### src/rtl/vid_seq_pkg.sv
// Shared types and defaults for the BT.656-to-Avalon-ST read-side sequencer and formatter.
package vid_seq_pkg;

    localparam int unsigned DEF_LINES_PER_FIELD = 288;
    localparam int unsigned DEF_FIFO_LINES      = 5;
    localparam int unsigned CREDIT_W            = 3;

    typedef enum logic [1:0] {
        CMD_CTRL  = 2'd0,
        CMD_LINE  = 2'd1,
        CMD_FLUSH = 2'd2
    } cmd_type_e;

    typedef enum logic [3:0] {
        ST_IDLE        = 4'd0,
        ST_CTRL_ISSUE  = 4'd1,
        ST_CTRL_WAIT   = 4'd2,
        ST_CREDIT_WAIT = 4'd3,
        ST_LINE_ISSUE  = 4'd4,
        ST_LINE_WAIT   = 4'd5,
        ST_NEXT        = 4'd6,
        ST_FLUSH_ISSUE = 4'd7,
        ST_FLUSH_WAIT  = 4'd8
    } state_e;

endpackage

### src/rtl/line_credit_counter.sv
// Counts complete lines held in the line FIFO; saturates at capacity and flags overflow.
module line_credit_counter
    import vid_seq_pkg::*;
#(
    parameter int unsigned FIFO_LINES = DEF_FIFO_LINES
) (
    input  logic                clock,
    input  logic                reset,
    input  logic                inc_i,
    input  logic                dec_i,
    input  logic                clear_i,
    output logic [CREDIT_W-1:0] count_o,
    output logic                overflow_o
);

    localparam logic [CREDIT_W-1:0] MAX_CNT = CREDIT_W'(FIFO_LINES);

    logic [CREDIT_W-1:0] cnt_q, cnt_d;
    logic                ovf_q, ovf_d;

    // A write and a read in the same cycle cancel out; clear wins over both.
    always_comb begin
        cnt_d = cnt_q;
        ovf_d = ovf_q;
        if (clear_i) begin
            cnt_d = '0;
        end else if (inc_i && !dec_i) begin
            if (cnt_q == MAX_CNT) begin
                ovf_d = 1'b1;
            end else begin
                cnt_d = cnt_q + CREDIT_W'(1);
            end
        end else if (dec_i && !inc_i && (cnt_q != '0)) begin
            cnt_d = cnt_q - CREDIT_W'(1);
        end
    end

    always_ff @(posedge clock) begin
        if (reset) begin
            cnt_q <= '0;
            ovf_q <= 1'b0;
        end else begin
            cnt_q <= cnt_d;
            ovf_q <= ovf_d;
        end
    end

    assign count_o    = cnt_q;
    assign overflow_o = ovf_q;

endmodule

### src/rtl/field_sequencer.sv
// Read-side field sequencer: one CTRL per field, one LINE per available FIFO line,
// FLUSH on truncated fields, handshaked to the packet formatter.
module field_sequencer
    import vid_seq_pkg::*;
#(
    parameter int unsigned LINES_PER_FIELD = DEF_LINES_PER_FIELD,
    parameter int unsigned FIFO_LINES      = DEF_FIFO_LINES,
    parameter int unsigned CNT_W           = 16
) (
    input  logic                clock,
    input  logic                reset,
    input  logic                enable,
    input  logic                field_start,
    input  logic                field_id,
    input  logic                line_written,
    output logic                cmd_valid,
    input  logic                cmd_ready,
    output logic [1:0]          cmd_type,
    output logic                cmd_field,
    output logic                cmd_last,
    input  logic                op_done,
    output logic [CREDIT_W-1:0] lines_avail,
    output logic                overflow,
    output logic [CNT_W-1:0]    short_fields,
    output logic [CNT_W-1:0]    fields_sent
);

    localparam int unsigned IDX_W = (LINES_PER_FIELD > 1) ? $clog2(LINES_PER_FIELD) : 1;
    localparam logic [IDX_W-1:0] LAST_IDX = IDX_W'(LINES_PER_FIELD - 1);

    state_e           state_q;
    cmd_type_e        cmd_type_q;
    logic             cmd_valid_q, cmd_field_q, cmd_last_q;
    logic             cur_field_q, pend_valid_q, pend_id_q;
    logic [IDX_W-1:0] line_idx_q;
    logic [CNT_W-1:0] short_q, sent_q;

    logic line_accept_c, credit_clear_c, credit_avail_c;

    assign line_accept_c  = (state_q == ST_LINE_ISSUE) && cmd_valid_q && cmd_ready;
    assign credit_clear_c = (state_q == ST_FLUSH_WAIT) && op_done;
    assign credit_avail_c = (lines_avail != '0);

    line_credit_counter #(
        .FIFO_LINES (FIFO_LINES)
    ) u_credit (
        .clock      (clock),
        .reset      (reset),
        .inc_i      (line_written),
        .dec_i      (line_accept_c),
        .clear_i    (credit_clear_c),
        .count_o    (lines_avail),
        .overflow_o (overflow)
    );

    always_ff @(posedge clock) begin
        if (reset) begin
            state_q      <= ST_IDLE;
            cmd_valid_q  <= 1'b0;
            cmd_type_q   <= CMD_CTRL;
            cmd_field_q  <= 1'b0;
            cmd_last_q   <= 1'b0;
            cur_field_q  <= 1'b0;
            pend_valid_q <= 1'b0;
            pend_id_q    <= 1'b0;
            line_idx_q   <= '0;
            short_q      <= '0;
            sent_q       <= '0;
        end else begin
            case (state_q)
                ST_IDLE: begin
                    pend_valid_q <= 1'b0;
                    if (enable && field_start && !field_id) begin
                        cur_field_q <= 1'b0;
                        state_q     <= ST_CTRL_ISSUE;
                    end
                end
                ST_CTRL_ISSUE: begin
                    if (!cmd_valid_q) begin
                        cmd_valid_q <= 1'b1;
                        cmd_type_q  <= CMD_CTRL;
                        cmd_field_q <= cur_field_q;
                        cmd_last_q  <= 1'b0;
                    end else if (cmd_ready) begin
                        cmd_valid_q <= 1'b0;
                        state_q     <= ST_CTRL_WAIT;
                    end
                end
                ST_CTRL_WAIT: begin
                    if (op_done) begin
                        line_idx_q <= '0;
                        state_q    <= credit_avail_c ? ST_LINE_ISSUE : ST_CREDIT_WAIT;
                    end
                end
                ST_CREDIT_WAIT: begin
                    // A new field while starved means the current one was cut short.
                    if (field_start) begin
                        state_q <= ST_FLUSH_ISSUE;
                    end else if (credit_avail_c) begin
                        state_q <= ST_LINE_ISSUE;
                    end
                end
                ST_LINE_ISSUE: begin
                    if (!cmd_valid_q) begin
                        cmd_valid_q <= 1'b1;
                        cmd_type_q  <= CMD_LINE;
                        cmd_field_q <= cur_field_q;
                        cmd_last_q  <= (line_idx_q == LAST_IDX);
                    end else if (cmd_ready) begin
                        cmd_valid_q <= 1'b0;
                        state_q     <= ST_LINE_WAIT;
                    end
                end
                ST_LINE_WAIT: begin
                    if (op_done) begin
                        if (cmd_last_q) begin
                            sent_q  <= sent_q + CNT_W'(1);
                            state_q <= ST_NEXT;
                        end else begin
                            line_idx_q <= line_idx_q + IDX_W'(1);
                            state_q    <= credit_avail_c ? ST_LINE_ISSUE : ST_CREDIT_WAIT;
                        end
                    end
                end
                ST_NEXT: begin
                    if (!enable) begin
                        pend_valid_q <= 1'b0;
                        state_q      <= ST_IDLE;
                    end else if (pend_valid_q) begin
                        cur_field_q  <= pend_id_q;
                        pend_valid_q <= 1'b0;
                        state_q      <= ST_CTRL_ISSUE;
                    end
                end
                ST_FLUSH_ISSUE: begin
                    if (!cmd_valid_q) begin
                        cmd_valid_q <= 1'b1;
                        cmd_type_q  <= CMD_FLUSH;
                        cmd_field_q <= cur_field_q;
                        cmd_last_q  <= 1'b0;
                    end else if (cmd_ready) begin
                        cmd_valid_q <= 1'b0;
                        state_q     <= ST_FLUSH_WAIT;
                    end
                end
                ST_FLUSH_WAIT: begin
                    if (op_done) begin
                        short_q      <= short_q + CNT_W'(1);
                        cur_field_q  <= pend_id_q;
                        pend_valid_q <= 1'b0;
                        state_q      <= ST_CTRL_ISSUE;
                    end
                end
                default: state_q <= ST_IDLE;
            endcase

            // Latest field_start outside IDLE always lands in the pending slot.
            if ((state_q != ST_IDLE) && field_start) begin
                pend_valid_q <= 1'b1;
                pend_id_q    <= field_id;
            end
        end
    end

    assign cmd_valid    = cmd_valid_q;
    assign cmd_type     = cmd_type_q;
    assign cmd_field    = cmd_field_q;
    assign cmd_last     = cmd_last_q;
    assign short_fields = short_q;
    assign fields_sent  = sent_q;

endmodule

### config.mk
export PLATFORM = sky130hd
export DESIGN_NAME = field_sequencer
export DESIGN_NICKNAME = d
export VERILOG_FILES = /design/src/rtl/vid_seq_pkg.sv /design/src/rtl/line_credit_counter.sv /design/src/rtl/field_sequencer.sv
export SDC_FILE = /design/constraint.sdc
export NUM_CORES = 1
export LEC_CHECK = 0
export CAP_MARGIN = 15
export CORE_UTILIZATION = 48
export DETAILED_ROUTE_END_ITERATION = 7
export GPL_ROUTABILITY_DRIVEN = 0
export PLACE_DENSITY = 0.84
export SLEW_MARGIN = 10
export SYNTH_ARGS = -nofsm -noshare
export SYNTH_HDL_FRONTEND = slang
export SYNTH_SLANG_ARGS = --single-unit
### constraint.sdc
create_clock -name clock -period 2.27 [get_ports clock]
set_clock_uncertainty 0.2 [all_clocks]
set_input_delay 0.3405 -clock clock [delete_from_list [all_inputs] [get_ports clock]]
set_output_delay 0.3405 -clock clock [all_outputs]
set_load 0.01 [all_outputs]
==> run_1/closeup.png <==
Window x 0 to 40, y 40 to 80 um. Cells in gray, sequential cells in the stronger gray; small squares are vias.
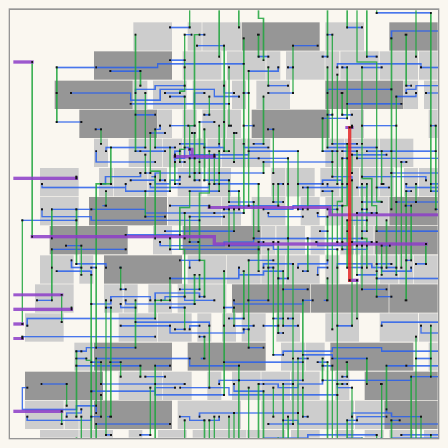
M2: marked green. M4: marked red. M1: marked blue. M3: marked purple.
Netlist names of flops here include short_fields (16), state_q (3), u_credit.count_o (2). Most frequent: dfxtp_1 (20), nor2_1 (18), clkdlybuf4s50_1 (16). Sequential cells in the window: 23. 122 logic cells have their middle in the window.

==> run_1/port_trees.png <==
Bar = 20 um.
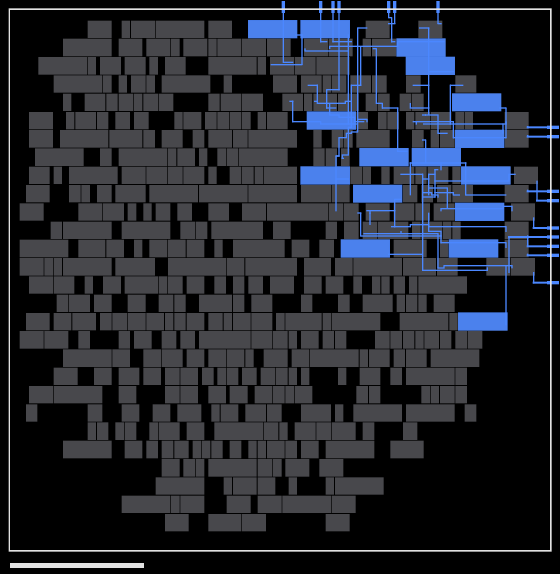
fields_sent: marked blue, direction output, edge 9 east, 7 north, end cells 16, buffers 16, wire 525 um.

==> run_1/clock_nets.png <==
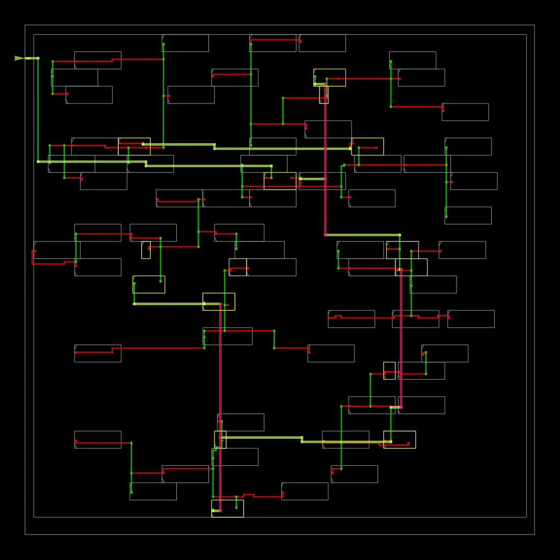
clock latency on the worst-skew pair: 0.35 ns
Seq Cell Count: 57
CTS Buf Count: 9
clkbuf count: 12

==> results.txt, run 1 <==
On the backend side, the flow ran end to end.

The setup path with the least slack is of type in -> reg. The number of ports placed on the die boundary stands at 49. Setup repair after global routing left no endpoint under its margin. The average cell area after synthesis stands at 8.35 um2. Warnings reported by Yosys during synthesis add up to 0. The synthesis report gives the async set-or-reset register share as 0%. Dividing the detail-routed via count by the number of cells gives 5.48. The most common logic cell in the final layout is sky130_fd_sc_hd__dfxtp_1. The initial antenna violation count stands at 0. Synthesis produced a netlist whose cell count is 353. The longest incremental delay of any stage on the critical path is reported as 0.57 ns. Max fanout on the critical path was recorded as 6. In the synthesized netlist the dominant register cell turns out to be sky130_fd_sc_hd__dfxtp_1.

The maximum VDD drop stands at 0.421 mV. The areal power density over the cells stands at 654 nW/um2. The actual slew at the worst max-slew pin stands at 0.570 ns. The run finished with clean final reports. The met3 track utilization from global routing stands at 6.93%.

The fraction of the core area occupied by cells at floorplan stands at 49.8%. Per the detail_route log, met2 wirelength is 3.29 mm. The floorplan step set the die width to 80.4 um.

The final count of hold timing violations stands at 0. The die boundary height stands at 80.4 um. By area the synthesized netlist is led by sky130_fd_sc_hd__dfxtp_1 39%, sky130_fd_sc_hd__xnor2_1 7.1%, sky130_fd_sc_hd__nor2_1 6.4%. The final worst-path cycle share stands at 95.2%. The total inserted antenna cells stands at 0. For this design, Yosys synthesis ends with a cell count of 353. The count of flip-flops with a built-in enable after synthesis stands at 0. For the worst setup path, the data arrival time is 2.23 ns. For this design the static power due to leakage is 1.35 nW. For reference, the critical path is launched at op_done.
[run 1: power breakdown]
group          leakage, nW  internal [mW]  switching (mW)
sequential           0.462           1.04          0.0786
clock               0.0822          0.416           0.399
combinational        0.808          0.290           0.283
[run 1: area by class of cell]
cell class                 instances  area, um2
clock buffer                      12        145
clock inverter                     3       17.5
fill                             480       2090
inverter                          13       48.8
multi-input combinational        267       1670
sequential                        57       1150
tap                               75       93.8
timing repair buffer              79        708
[run 1: stage by stage]
| stage | power [mW] | setup TNS (ns) | instances | util, % | setup slack, ns |
|---|---|---|---|---|---|
| 3_5_place_dp | 1.69 | -0.917 | 490 | 61.8 | -0.187 |
| 3_3_place_gp | 1.67 | -0.546 | 490 | 61.8 | -0.150 |
| 2_1_floorplan | 1.47 | 0 | 353 | - | 0.115 |
| 6_report | 2.51 | 0 | 506 | 64.8 | 0.109 |
| 4_1_cts | 2.51 | 0 | 505 | 64.6 | 0.00364 |
| 5_1_grt | 2.61 | 0 | 506 | 64.8 | 0.00419 |
[run 1: cells by family (layout without fill, tap and decap cells)]
kind of cell	count (synthesis)	count (layout)	share of synthesized area [%]
AND-OR/OR-AND	58	58	12.6
XOR/XNOR	31	31	9.21
adder cells (fa/ha/maj)	4	4	1.95
buffers and inverters	29	107	4.54
flip-flops	57	57	38.7
multiplexers	9	9	3.10
AND/OR/NAND/NOR	165	165	29.9
[run 1: what timing repair did]
item | 4_1_cts | 5_1_grt
pin swaps | 0 | 1
setup buffers | 0 | 1
setup endpoints to repair | 1 | 5
gates resized | 2 | 2
[run 1: sequential cells by signal, summed over array words and instances, names as in the netlist, 2 cells and up]
register          flops
state_q               4
fields_sent          16
short_fields         16
cmd_type              2
line_idx_q            9
u_credit.count_o      3
==> run_1/layers.png <==
Only two layers are drawn.
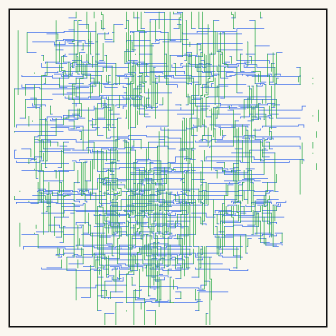

==> run 1 -> run 2 <==
--- a/config.mk
+++ b/config.mk
@@ -6,10 +6,11 @@
 export NUM_CORES = 1
 export LEC_CHECK = 0
 export CAP_MARGIN = 15
-export CORE_UTILIZATION = 48
+export CORE_UTILIZATION = 30
+export CTS_BUF_LIST = sky130_fd_sc_hd__clkbuf_8
 export DETAILED_ROUTE_END_ITERATION = 7
 export GPL_ROUTABILITY_DRIVEN = 0
-export PLACE_DENSITY = 0.84
+export PLACE_DENSITY = 0.6
 export SLEW_MARGIN = 10
 export SYNTH_ARGS = -nofsm -noshare
 export SYNTH_HDL_FRONTEND = slang
==> run_2/layers.png <==
Only two layers are drawn.
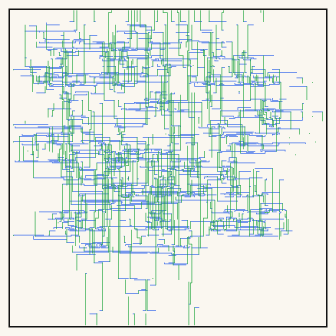
M1: marked blue, wire length 3340 um. M2: marked green, wire length 3380 um.

==> run 2 against run 1 <==
  * First-iteration DRC count up 15%
  * Non-clock buffer count up 10
  * Largest cell class unchanged
  * Sequential share of layout area down 1.3 points
  * Core utilization down 22 points
  * Synthesized cell count unchanged
  * Cell area up 4.7%
  * Final cell count up 13%
  * Combinational power up 7.2%
  * Flip-flop count unchanged
  * Largest power group unchanged
  * Clock-buffer cell count down 1
  * Sequential power about the same
  * Via count up 0.68%
==> results.txt, run 2 <==
On the backend side, the flow ran end to end.

The number of ports placed on the die boundary was 49 (unchanged). The combinational cell fraction of total power is 23.1% (+0.2 points). The power drawn by the combinational cells stands at 0.614 mW (+7.2%).

The share of total power consumed by net switching is 28.3% (-2.0 points). The final count of hold timing violations came to 0 (unchanged). Per the synth stats, the flop cell with the highest instance count is sky130_fd_sc_hd__dfxtp_1. The remaining max-slew budget at the tightest pin stands at 68.6%. The average cell area after synthesis was 8.35 um2 (unchanged).

The number of standard cells after synthesis is 353 (unchanged). Looking at the group totals, the largest power group turns out to be sequential cells. The count of flip-flops with a built-in enable after synthesis stands at 0 (unchanged). The total power stands at 2.66 mW (+6.1%). In this run the number of H-tree levels came out at 3. The total length of routed met2 wires stands at 3.38 mm (+2.7%). The maximum VDD drop came to 0.297 mV (-29%). The number of warnings reported in the yosys synthesis log stands at 0 (unchanged).

After floorplanning, the core was divided into 35 placement rows. The met3 track utilization from global routing is 4.07% (-2.9 points). The fraction of the core area occupied by cells at floorplan came to 31.5% (-18 points). The internal portion of total power stands at 1.91 mW (+9.2%).

The post-cts gate resize count was 0 (-2). The share of flip-flops with an asynchronous set or reset after synthesis was 0% (unchanged). The chip width is 101 um (+26%).

The via count of the first global-routing pass stands at 2654. The areal power density over the cells stands at 662 nW/um2 (+1.3%). The maximum fanout along the worst path stands at 5 (-1). The clock network power came to 0.941 mW (+16%). For reference, the critical path is launched at op_done. The top cell type in the final layout, fill and taps aside, is sky130_fd_sc_hd__dfxtp_1.

The number of cells in Yosys stat came to 353 (unchanged). The switching component of the power was 0.753 mW (-1.0%). The post-CTS repair timing setup buffer count came to 0 (unchanged).

The mapped netlist covers 2950 um2. The vias per cell came to 4.90 (-11%). The die boundary height was 101 um (+26%). The worst path arrival time stands at 2.18 ns (-0.05 ns). The sequential power share came to 41.5% (-3.1 points). Setup repair after global routing left no endpoint under its margin. The clock network power share was 35.4% (+2.9 points). The DRC violation count after routing stands at 0.

The count of nets left with antenna violations after detail routing stands at 0. The flow ran to the end, and the final reports show no timing, DRC or antenna violations. Yosys attributes the largest share of cell area to sky130_fd_sc_hd__dfxtp_1 39%, sky130_fd_sc_hd__xnor2_1 7.1%, sky130_fd_sc_hd__nor2_1 6.4%. The total inserted antenna cells came to 0 (unchanged). The fraction of met2 tracks used by global routing stands at 24.4%. The sequential cell power came to 1.10 mW (about the same). The fraction of the core area covered by cells at the end of the flow stands at 42.8% (-22 points). The area added between synthesis and finish stands at 36.1%. The global-route track usage on met1 stands at 18.3%.

The stage delay of the slowest cell on the critical path stands at 0.59 ns (+0.02 ns).
run 2: cell types whose count changed in the layout (fill, tap and decap cells not counted):
cell	change
sky130_fd_sc_hd__a211oi_2	+1
sky130_fd_sc_hd__inv_1	+1
sky130_fd_sc_hd__clkbuf_1	-2
sky130_fd_sc_hd__bufinv_16	+1
sky130_fd_sc_hd__clkinvlp_4	-1
sky130_fd_sc_hd__buf_4	+10
sky130_fd_sc_hd__clkbuf_8	+1
sky130_fd_sc_hd__a211oi_1	-1
run 2: cell families (layout without fill, tap and decap cells):
logic type / Yosys count / count (layout) / share of synthesized area, %
AND-OR/OR-AND: 58 / 58 / 12.6
flip-flops: 57 / 57 / 38.7
multiplexers: 9 / 9 / 3.10
AND/OR/NAND/NOR: 165 / 165 / 29.9
adder cells (fa/ha/maj): 4 / 4 / 1.95
buffers and inverters: 29 / 117 / 4.54
XOR/XNOR: 31 / 31 / 9.21
run 2: per-stage QoR:
step / setup TNS, ns / worst slack (ns) / instances
detailed placement: -0.479 / -0.175 / 555
CTS: 0 / 0.00876 / 570
global placement: -0.432 / -0.177 / 555
global route: 0 / 0.0569 / 570
finish: 0 / 0.147 / 570
floorplan: 0 / 0.115 / 353
run 2: tightest hold or removal path: stages:
cell	delay, ns
sky130_fd_sc_hd__buf_2	0.10
sky130_fd_sc_hd__or2_2	0.10
sky130_fd_sc_hd__a21o_1	0.07
sky130_fd_sc_hd__or4_1	0.09
sky130_fd_sc_hd__o31ai_1	0.05
run 2: layout make-up:
type | count | area (um2)
Clock buffer | 11 | 151
Clock inverter | 4 | 43.8
Fill cell | 979 | 5360
Inverter | 13 | 48.8
Multi-Input combinational cell | 267 | 1680
Sequential cell | 57 | 1150
Tap cell | 129 | 161
Timing Repair Buffer | 89 | 783
No activity file was given, so power comes from the tool's default toggle rates.
